**src/rtl/conv_encoder.sv**
```systemverilog
// ---------------------------------------------------------------------------
// conv_encoder
//
// Rate-1/r, constraint-length-K feed-forward convolutional encoder. Takes one
// information bit per input handshake and produces one registered r-bit
// codeword per output handshake. After the last information bit of a frame
// it appends K-1 zero tail bits so the trellis ends in state 0.
//
// Handshakes (both sides): a transfer happens in a cycle where valid and
// ready are both high. The producer keeps data stable while valid is high
// and ready is low. Valid never depends on ready. in_ready is combinational
// from code_valid, code_ready and the FSM state.
//
// Parameters:
//   r  code bits per input bit (codeword width), r >= 1
//   K  constraint length, K >= 2 (shift register holds K-1 bits)
//   G  packed generator tap masks; G[i*K +: K] drives code[i].
//      Bit K-1 of a mask taps the current bit, bit 0 the oldest history bit.
//
// Ports:
//   clk         clock, rising edge
//   rst         asynchronous active-low reset
//   in_bit      information bit
//   in_valid    in_bit / in_last valid
//   in_last     marks the final information bit of a frame
//   in_ready    encoder can accept an input bit this cycle
//   code        encoded codeword, code[i] from generator i
//   code_valid  code / code_last valid
//   code_ready  downstream accepts the codeword
//   code_last   codeword is the final tail symbol of the frame
//   busy        a frame is open (DATA or TAIL state)
// ---------------------------------------------------------------------------
module conv_encoder #(
   parameter int unsigned          r = 2,
   parameter int unsigned          K = 3,
   parameter logic [r*K-1:0]       G = 6'b101_111
) (
   input  logic         clk,
   input  logic         rst,
   input  logic         in_bit,
   input  logic         in_valid,
   input  logic         in_last,
   output logic         in_ready,
   output logic [r-1:0] code,
   output logic         code_valid,
   input  logic         code_ready,
   output logic         code_last,
   output logic         busy
);

   localparam int TW = (K > 2) ? $clog2(K) : 1;

   typedef enum logic [1:0] {
      IDLE = 2'd0,
      DATA = 2'd1,
      TAIL = 2'd2
   } state_t;

   state_t          state_q,      state_d;
   logic [K-2:0]    sr_q,         sr_d;
   logic [TW-1:0]   tail_cnt_q,   tail_cnt_d;
   logic [r-1:0]    code_q,       code_d;
   logic            code_valid_q, code_valid_d;
   logic            code_last_q,  code_last_d;

   logic            slot_free;
   logic            fire_in;
   logic            fire_out;
   logic            load;
   logic            last_load;
   logic            b;
   logic [K-1:0]    w;
   logic [r-1:0]    code_new;

   // The output register can take a new word when it is empty or being
   // drained this cycle.
   assign slot_free = ~code_valid_q | code_ready;
   assign in_ready  = slot_free & (state_q != TAIL);
   assign fire_in   = in_valid & in_ready;
   assign fire_out  = code_valid_q & code_ready;

   always_comb begin
      state_d      = state_q;
      sr_d         = sr_q;
      tail_cnt_d   = tail_cnt_q;
      code_d       = code_q;
      code_valid_d = code_valid_q;
      code_last_d  = code_last_q;
      load         = 1'b0;
      last_load    = 1'b0;
      b            = 1'b0;
      w            = '0;
      code_new     = '0;

      case (state_q)
         IDLE, DATA: begin
            if (fire_in) begin
               load       = 1'b1;
               b          = in_bit;
               tail_cnt_d = '0;
               state_d    = in_last ? TAIL : DATA;
            end
         end
         TAIL: begin
            // Tail bits are zeros and only need room in the output register.
            if (slot_free) begin
               load = 1'b1;
               b    = 1'b0;
               if (tail_cnt_q == TW'(K - 2)) begin
                  last_load  = 1'b1;
                  tail_cnt_d = '0;
                  state_d    = IDLE;
               end else begin
                  tail_cnt_d = TW'(tail_cnt_q + 1'b1);
               end
            end
         end
         default: begin
            state_d = IDLE;
         end
      endcase

      // Window: current bit on top, oldest history bit at w[0].
      w = {b, sr_q};
      for (int i = 0; i < int'(r); i++) begin
         code_new[i] = ^(w & G[i*K +: K]);
      end

      // A load takes priority over a drain in the same cycle.
      if (load) begin
         code_d       = code_new;
         code_valid_d = 1'b1;
         code_last_d  = last_load;
         sr_d         = w[K-1:1];
      end else if (fire_out) begin
         code_valid_d = 1'b0;
         code_last_d  = 1'b0;
      end
   end

   always_ff @(posedge clk or negedge rst) begin
      if (!rst) begin
         state_q      <= IDLE;
         sr_q         <= '0;
         tail_cnt_q   <= '0;
         code_q       <= '0;
         code_valid_q <= 1'b0;
         code_last_q  <= 1'b0;
      end else begin
         state_q      <= state_d;
         sr_q         <= sr_d;
         tail_cnt_q   <= tail_cnt_d;
         code_q       <= code_d;
         code_valid_q <= code_valid_d;
         code_last_q  <= code_last_d;
      end
   end

   assign code       = code_q;
   assign code_valid = code_valid_q;
   assign code_last  = code_last_q;
   assign busy       = (state_q != IDLE);

endmodule

```
**config.mk**
```make
export PLATFORM = sky130hd
export DESIGN_NAME = conv_encoder
export DESIGN_NICKNAME = d
export VERILOG_FILES = /design/src/rtl/conv_encoder.sv
export SDC_FILE = /design/constraint.sdc
export NUM_CORES = 1
export LEC_CHECK = 0
export CORE_AREA = 2 2 39 41
export CTS_BUF_LIST = sky130_fd_sc_hd__clkbuf_16
export CTS_CLUSTER_DIAMETER = 30
export DETAILED_ROUTE_END_ITERATION = 16
export DIE_AREA = 0 0 41 43
export PLACE_DENSITY = 0.77
export SYNTH_ARGS = -nofsm -noshare
export SYNTH_HDL_FRONTEND = slang
export SYNTH_SLANG_ARGS = --single-unit
export TNS_END_PERCENT = 50
```
**constraint.sdc**
```tcl
create_clock -name clk -period 1.7 [get_ports clk]
set_input_delay 0.51 -clock clk [delete_from_list [all_inputs] [get_ports clk]]
set_output_delay 0.51 -clock clk [all_outputs]
set_load 0.03 [all_outputs]
```
==> impl_metrics.json <==
{
  "dp_hpwl_um": 807,
  "yosysChipArea_sq_um": 531,
  "drc": 0,
  "p_total_mw": 1.67,
  "fin_area_sq_um": 802,
  "edf_count": 0,
  "h-tree-depth": 1,
  "startpoint_type": "register",
  "finalNetCount": 78,
  "reg2reg_to": "code[1]$_DFFE_PN0P_",
  "die_h_um": 43,
  "placedCellCount": 82,
  "drt_iter0_markers": 12,
  "p_per_area_mw_per_mm2": 2080,
  "lay_top_cells": "dfrtp_1 (10), buf_4 (10), clkdlybuf4s50_1 (4), dlygate4sd2_1 (4)",
  "area_delta_synth_final_pct": 51.2,
  "seq_area_frac_synth_pct": 47.2,
  "cp_data_arrival_time_ns": 1.16,
  "port_buffers": 11,
  "hold_viol": 0,
  "fin_crit_sh_pct": 98.3,
  "top_area_cell": "dfrtp_1",
  "finalClockSkew_ns": 0.00165,
  "place_ws_ns": -0.260,
  "top_cell_area_share_pct": 47.2,
  "fin_crit_ns": 1.67,
  "root_buffer": "clkbuf_16",
  "synthFlopType": "dfrtp_1",
  "grt_pass1_vias": 393,
  "async_reset_ff_share_pct": 100,
  "log.warning_count": 27,
  "ios": 12,
  "synth_cell_types": 26,
  "wire_per_inst_um": 12.3,
  "grt_max_degree": 11,
  "viasPerCell": 4.87,
  "slowest_delay_ns": 0.36,
  "slew_headroom_pct": 68.3,
  "power.leakage_nw": 0.373,
  "reg2reg_slack_ns": 0.24,
  "core_region_area_sq_mm": 0.00138,
  "cts_buffer_depth": 2,
  "die_w_um": 41,
  "ys.flops": 10,
  "cts_buffers": 3,
  "finalWorstSetupSlack_ns": 0.0284,
  "fp_util_pct": 38.3,
  "grt_usage_pct": 14.8,
  "cts_hold_buf": 0,
  "cts_tree": "yes",
  "crit_start": "state_q[1]$_DFFE_PN0P_",
  "cts_sinks": 10,
  "whs_path_depth": 2,
  "grt_first_pass_wirelength_um": 1640,
  "outcome": "finished, final reports clean",
  "layout.cells.non_filler": 86,
  "synth.avg_cell_area_sq_um": 11.3,
  "yosys-stat-cells": 47,
  "synth.cell_area_sq_um": 531,
  "vias": 419,
  "globalplace.congestion": 0.702,
  "rsz0062_at_grt": "true",
  "setup_viol": 0,
  "critPathSlowestCell": "dfrtp_1"
}
## what timing repair did
item / in CTS / in global routing
pin swaps: 1 / 1
endpoints found under the setup margin: 9 / 2
gates resized: 10 / 1
buffers inserted: 1 / 0
## routing by layer
layer	global-route usage, %	routed length [um]
met5	0	0
met4	12.0	23
met3	4.71	56
met2	19.7	467
met1	18.6	512
## Yosys cell counts, types with 2 or more instances
master,n
a21oi_1,3
nand2_1,2
a31oi_1,2
nand3_1,2
dfrtp_1,10
o21ai_0,2
nand2b_1,2
xnor2_1,2
mux2_4,3
inv_1,3
## power breakdown
group / switching, mW / internal [mW]
registers: 0.0682 / 0.341
logic: 0.424 / 0.430
clock network: 0.103 / 0.304
## logic make-up (layout without fill, tap and decap cells)
family / count (synthesis) / count (layout) / share of synthesized area [%]
xor+xnor: 3 / 3 / 4.95
compound gates: 11 / 11 / 14.4
flops: 10 / 10 / 47.2
buf+inv: 4 / 27 / 4.24
mux: 4 / 4 / 10.6
simple gates: 15 / 15 / 18.6
## layout make-up
class	count	area, sq um
well taps	16	20.0
flip-flops and latches	10	250
clock buffers	3	75.1
repair buffers	21	183
fillers	131	582
multi-input cells	33	263
inverters	3	11.3
## sequential cells by signal, indices dropped and copies added (netlist names)
name	cells
code_valid	1
state_q	2
sr_q	2
code_last	1
tail_cnt_q	2
code	2
## worst max-delay path, delay by kind of cell (launching register included)
family / cells / cell delay [ns]
DFF: 1 / 0.36
and+or+nand+nor: 1 / 0.29
buffers and inverters: 1 / 0.28
==> images/cell_classes.png <==
The bar under the picture is 10 um long.
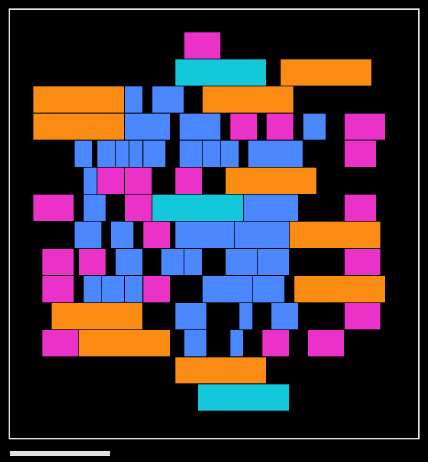
color	class	cells
blue	all other logic	36
magenta	other buffers and delay cells	21
orange	flip-flops	10
cyan	cells driving clock nets	3
Seq/total area: 31.2%
row count: 14

==> images/pdn.png <==
Pins as bars on the die edge. Tap cells in gray.
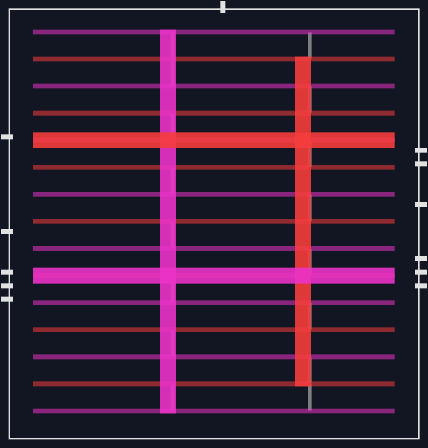
color	net
magenta	VSS
red	VDD
met1 rails	15
met5 straps	2
rows	14
tap cells	16

==> images/met2.png <==
The bar under the picture is 10 um long.
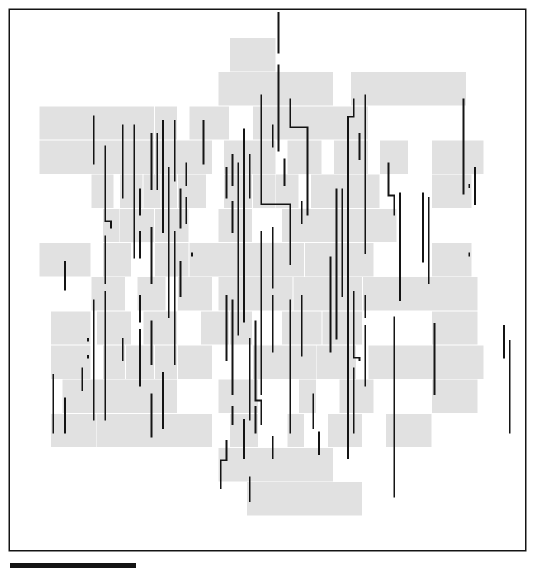
main direction	vertical
longest straight run	27.2 um
share of all routed wire	44%
nets with wire on the layer	66
wire length on this layer	467 um

==> images/clock_map.png <==
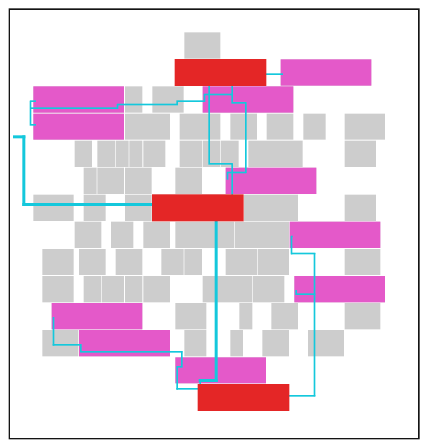
[red] cells driving clock nets | count: 3
[magenta] flip-flops | count: 10
[cyan] clock wires | length: 156 um
routed clock nets	4

Power figures rest on the tool's default switching activity, not on a simulated workload.
